[src/rtl/hazard_scoreboard.sv]
// Per-register scoreboard hazard unit: tracks the kind and pipeline age of each
// in-flight write and derives forwarding selects, stalls and redirect flushes.
module hazard_scoreboard #(
  parameter int NREG     = 32,
  parameter int RW       = $clog2(NREG),
  parameter int MD_LAT   = 4,
  parameter bit BR_IN_ID = 1'b1
) (
  input  logic          clk,
  input  logic          rst,
  input  logic          id_valid,
  input  logic [RW-1:0] id_rs1,
  input  logic [RW-1:0] id_rs2,
  input  logic          id_rs1_used,
  input  logic          id_rs2_used,
  input  logic [RW-1:0] id_rd,
  input  logic          id_wr,
  input  logic [1:0]    id_kind,
  input  logic          id_is_branch,
  input  logic          ex_redirect,
  output logic [1:0]    fwd_rs1_sel,
  output logic [1:0]    fwd_rs2_sel,
  output logic          pc_en,
  output logic          if_id_en,
  output logic          if_id_flush,
  output logic          id_ex_clear,
  output logic          md_busy
);

  localparam int MDW = (MD_LAT > 1) ? $clog2(MD_LAT) : 1;
  localparam logic [1:0] AGE_EX = 2'd1;
  localparam logic [1:0] AGE_WB = 2'd3;

  typedef enum logic [1:0] {
    K_ALU    = 2'd0,
    K_LOAD   = 2'd1,
    K_MULDIV = 2'd2,
    K_LINK   = 2'd3
  } kind_e;

  typedef struct packed {
    logic       pend;
    kind_e      kind;
    logic [1:0] age;
  } entry_t;

  entry_t         sb [NREG];
  logic [MDW-1:0] md_cnt;
  logic           md_act;
  logic           br_early;
  logic           redir;
  logic           stall;
  logic           issue;
  logic           hz1, hz2;
  logic [1:0]     sel1, sel2;

  // Returns {hazard, forward select} for one source operand.
  function automatic logic [2:0] eval_op(input logic used, input logic [RW-1:0] idx,
                                         input entry_t e, input logic br, input logic mdb);
    logic [1:0] need;
    logic       live;
    logic       hz;
    need = (e.kind == K_LOAD) ? 2'd2 : 2'd1;
    if (br) need = need + 2'd1;
    live = used && (idx != '0) && e.pend;
    hz   = live && ((e.age < need) ||
                    (e.kind == K_MULDIV && e.age == AGE_EX && mdb && need == 2'd1));
    if (live && !hz) return {1'b0, e.age};
    return {hz, 2'd0};
  endfunction

  // NOTE: every output gets a default before any branch, so no path leaves a
  // value unassigned and no latch is inferred.
  always_comb begin
    md_act      = (md_cnt != '0);
    br_early    = id_is_branch & BR_IN_ID;
    {hz1, sel1} = eval_op(id_rs1_used, id_rs1, sb[id_rs1], br_early, md_act);
    {hz2, sel2} = eval_op(id_rs2_used, id_rs2, sb[id_rs2], br_early, md_act);
    // EX cannot resolve a redirect while the MUL/DIV unit owns it.
    redir       = ex_redirect & ~md_act;
    stall       = id_valid & (hz1 | hz2 | md_act);
    issue       = id_valid & ~stall & ~redir;

    fwd_rs1_sel = sel1;
    fwd_rs2_sel = sel2;
    pc_en       = 1'b1;
    if_id_en    = 1'b1;
    if_id_flush = 1'b0;
    id_ex_clear = 1'b0;
    md_busy     = md_act;

    if (rst) begin
      fwd_rs1_sel = 2'd0;
      fwd_rs2_sel = 2'd0;
      md_busy     = 1'b0;
    end else if (redir) begin
      if_id_flush = 1'b1;
      id_ex_clear = 1'b1;
    end else if (stall) begin
      pc_en       = 1'b0;
      if_id_en    = 1'b0;
      id_ex_clear = 1'b1;
    end
  end

  // NOTE: state updates use non-blocking assignments so every entry ages from
  // the same pre-edge snapshot. The scoreboard is a flop array, not a RAM, so
  // clearing it on reset is cheap and required: stale pend bits would stall.
  always_ff @(posedge clk) begin
    if (rst) begin
      for (int r = 0; r < NREG; r++) sb[r] <= '0;
      md_cnt <= '0;
    end else begin
      for (int r = 1; r < NREG; r++) begin
        if (issue && id_wr && id_rd == RW'(r)) begin
          sb[r] <= '{pend: 1'b1, kind: kind_e'(id_kind), age: AGE_EX};
        end else if (sb[r].pend) begin
          if (sb[r].age == AGE_WB)
            sb[r].pend <= 1'b0;
          else if (!(sb[r].age == AGE_EX && md_act))
            sb[r].age <= sb[r].age + 2'd1;
        end
      end

      if (issue && id_kind == K_MULDIV)
        md_cnt <= MDW'(MD_LAT - 1);
      else if (md_act)
        md_cnt <= md_cnt - MDW'(1);
    end
  end

endmodule

[config.mk]
export PLATFORM = sky130hd
export DESIGN_NAME = hazard_scoreboard
export DESIGN_NICKNAME = d
export VERILOG_FILES = /design/src/rtl/hazard_scoreboard.sv
export SDC_FILE = /design/constraint.sdc
export NUM_CORES = 1
export LEC_CHECK = 0
export CELL_PAD_IN_SITES_DETAIL_PLACEMENT = 0
export CELL_PAD_IN_SITES_GLOBAL_PLACEMENT = 1
export CORE_MARGIN = 4
export CORE_UTILIZATION = 30
export CTS_CLUSTER_DIAMETER = 60
export CTS_CLUSTER_SIZE = 20
export DETAILED_ROUTE_END_ITERATION = 8
export GPL_ROUTABILITY_DRIVEN = 0
export GPL_TIMING_DRIVEN = 0
export PLACE_DENSITY_LB_ADDON = 0.1
export REMOVE_ABC_BUFFERS = 1
export SLEW_MARGIN = 25
export SYNTH_ARGS = -nofsm -noshare
export SYNTH_HDL_FRONTEND = slang
export SYNTH_SLANG_ARGS = --single-unit
[constraint.sdc]
create_clock -name clk -period 7.8 [get_ports clk]
set_input_delay 2.34 -clock clk [delete_from_list [all_inputs] [get_ports clk]]
set_output_delay 2.34 -clock clk [all_outputs]
set_load 0.01 [all_outputs]
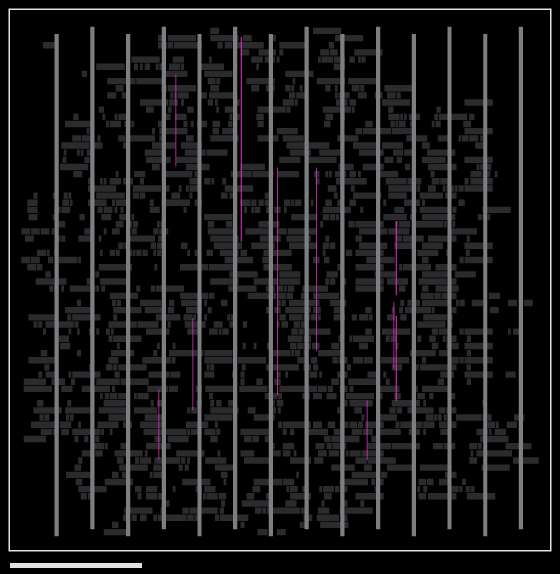
**Above:** M4 wires.
The bar under the picture is 50 um long. Supply wires on this layer in gray. Cells faint in the background.
longest straight run: 86.4 um
wire length on this layer: 437 um
nets with wire on the layer: 7
final WL: 41650 um
Vias: 9143

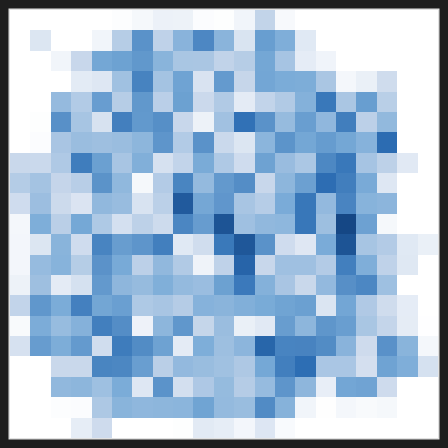
**Above:** cell density map.
The die is cut into 21 by 21 equal tiles; white is low, dark blue is high, 0 to 100% covered.
mean over tiles: 32%
fullest tile: 91%
densest ninth of the die: center
emptiest ninth of the die: north-east
tiles over 75% full: 2.3%
nearly empty tiles: 20%
Util after Layout: 36.57%
FP Util: 30.67%
CORE AREA: 0.03802 mm^2

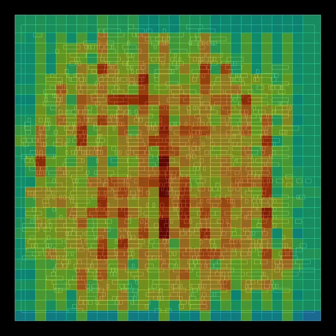
**Above:** routing congestion.
gr busiest metal: met1
GRT Util Overall: 20.05%
GR Util met3: 3.815%
drt wl/cell: 26.28 um

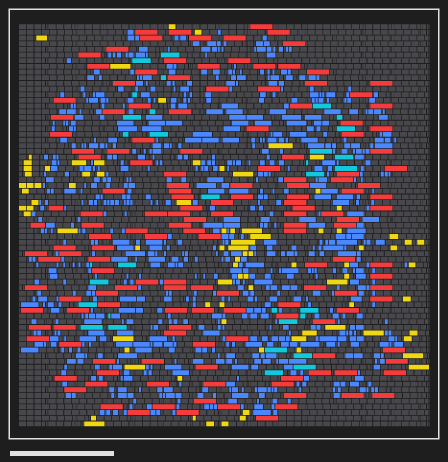
**Above:** cell classes on the final placement.
The bar under the picture is 50 um long. Fill, decap, tap and diode cells in gray.
[flops] red | cells: 157 | share of their area: 35%
[clock drivers and dummy loads] cyan | cells: 32 | share of their area: 4.9%
[other buffers and delay cells] yellow | cells: 86 | share of their area: 8.7%
[combinational and other logic] blue | cells: 799 | share of their area: 51%

==> flow_metrics.tcl <==
# implementation run metrics
set metrics [dict create \
    ys_warn_count 0 \
    hpwlAfterDp_um 28280 \
    fmax_ghz 0.1296 \
    final_cell_mix "edfxtp_1 (155), nand2_1 (89), inv_1 (73), nor3_1 (65), ha_1 (63)" \
    comb_power_share_pct 29.0 \
    port-buffer-count 33 \
    cp-start-kind "input port" \
    hold_buffers 0 \
    crit_start "id_rs1[0]" \
    slowest_stage "mux4_2" \
    diodes 0 \
    outcome "completed" \
    clkTransAtPathRegs_ns 0.07 \
    grt_max_degree 78 \
    leakage_uw 0.005194 \
    die-area_mm2 0.04209 \
    die_h_um 205.2 \
    warnings 58 \
    fin_crit_ns 7.716 \
    setup_ws_ns 0.08411 \
    seq_cells 157 \
    max_slew_margin_pct 36.69 \
    largest_area_cell "edfxtp_1" \
    intPower_uw 1953 \
    xor_area_share_pct 0 \
    timing.hold.ws_ns 0.5503 \
    crit_required_ns 5.46 \
    p_comb_uw 851 \
    powerClk_uw 949 \
    ys_ff 157 \
    synth_cells 1042 \
    synthArstFlopShare_pct 0 \
    dr.first_iter.drc_count 789 \
    topCombFamilyByArea "multiplexers" \
    seq_power_share_pct 38.6 \
    cts.root.buffer_cell "clkbuf_16" \
    skew_ns 0.01789 \
    path_depth 14 \
    seq_area_mm2 0.004695 \
    ff_type "edfxtp_1" \
    grt_pass1_wl_um 61850 \
    buf_share_pct 8.269 \
    finalHoldViolCount 0 \
    die_w_um 205.2 \
]
[what timing repair did]
action,4_1_cts,5_1_grt
buffers inserted,16,15
pin swaps,13,13
endpoints found under the setup margin,7,5
resized,68,31
gates cloned,7,0
[routing by layer]
layer / track usage, % / part of all wire, %
met1: 30.75 / 50
met2: 29.66 / 44
met3: 3.815 / 5.5
met4: 3.708 / 1.0
met5: 0 / 0
[per-stage QoR]
stage / area, um^2 / TNS [ns]
floorplan: 11220 / 0
global placement: 12190 / -1432.73
detailed placement: 12520 / -7.225
CTS: 13660 / -0.05940
global route: 13910 / -0.1353
finish: 13910 / 0
[registers in the layout, indices dropped and copies added, names as in the netlist]
signal  cells
md_cnt      2
sb        155
[worst min-delay path, cell delays in order, from the launching register on]
cell and delay (ns):
dfxtp_1 0.33, a21oi_1 0.06, o22ai_1 0.11
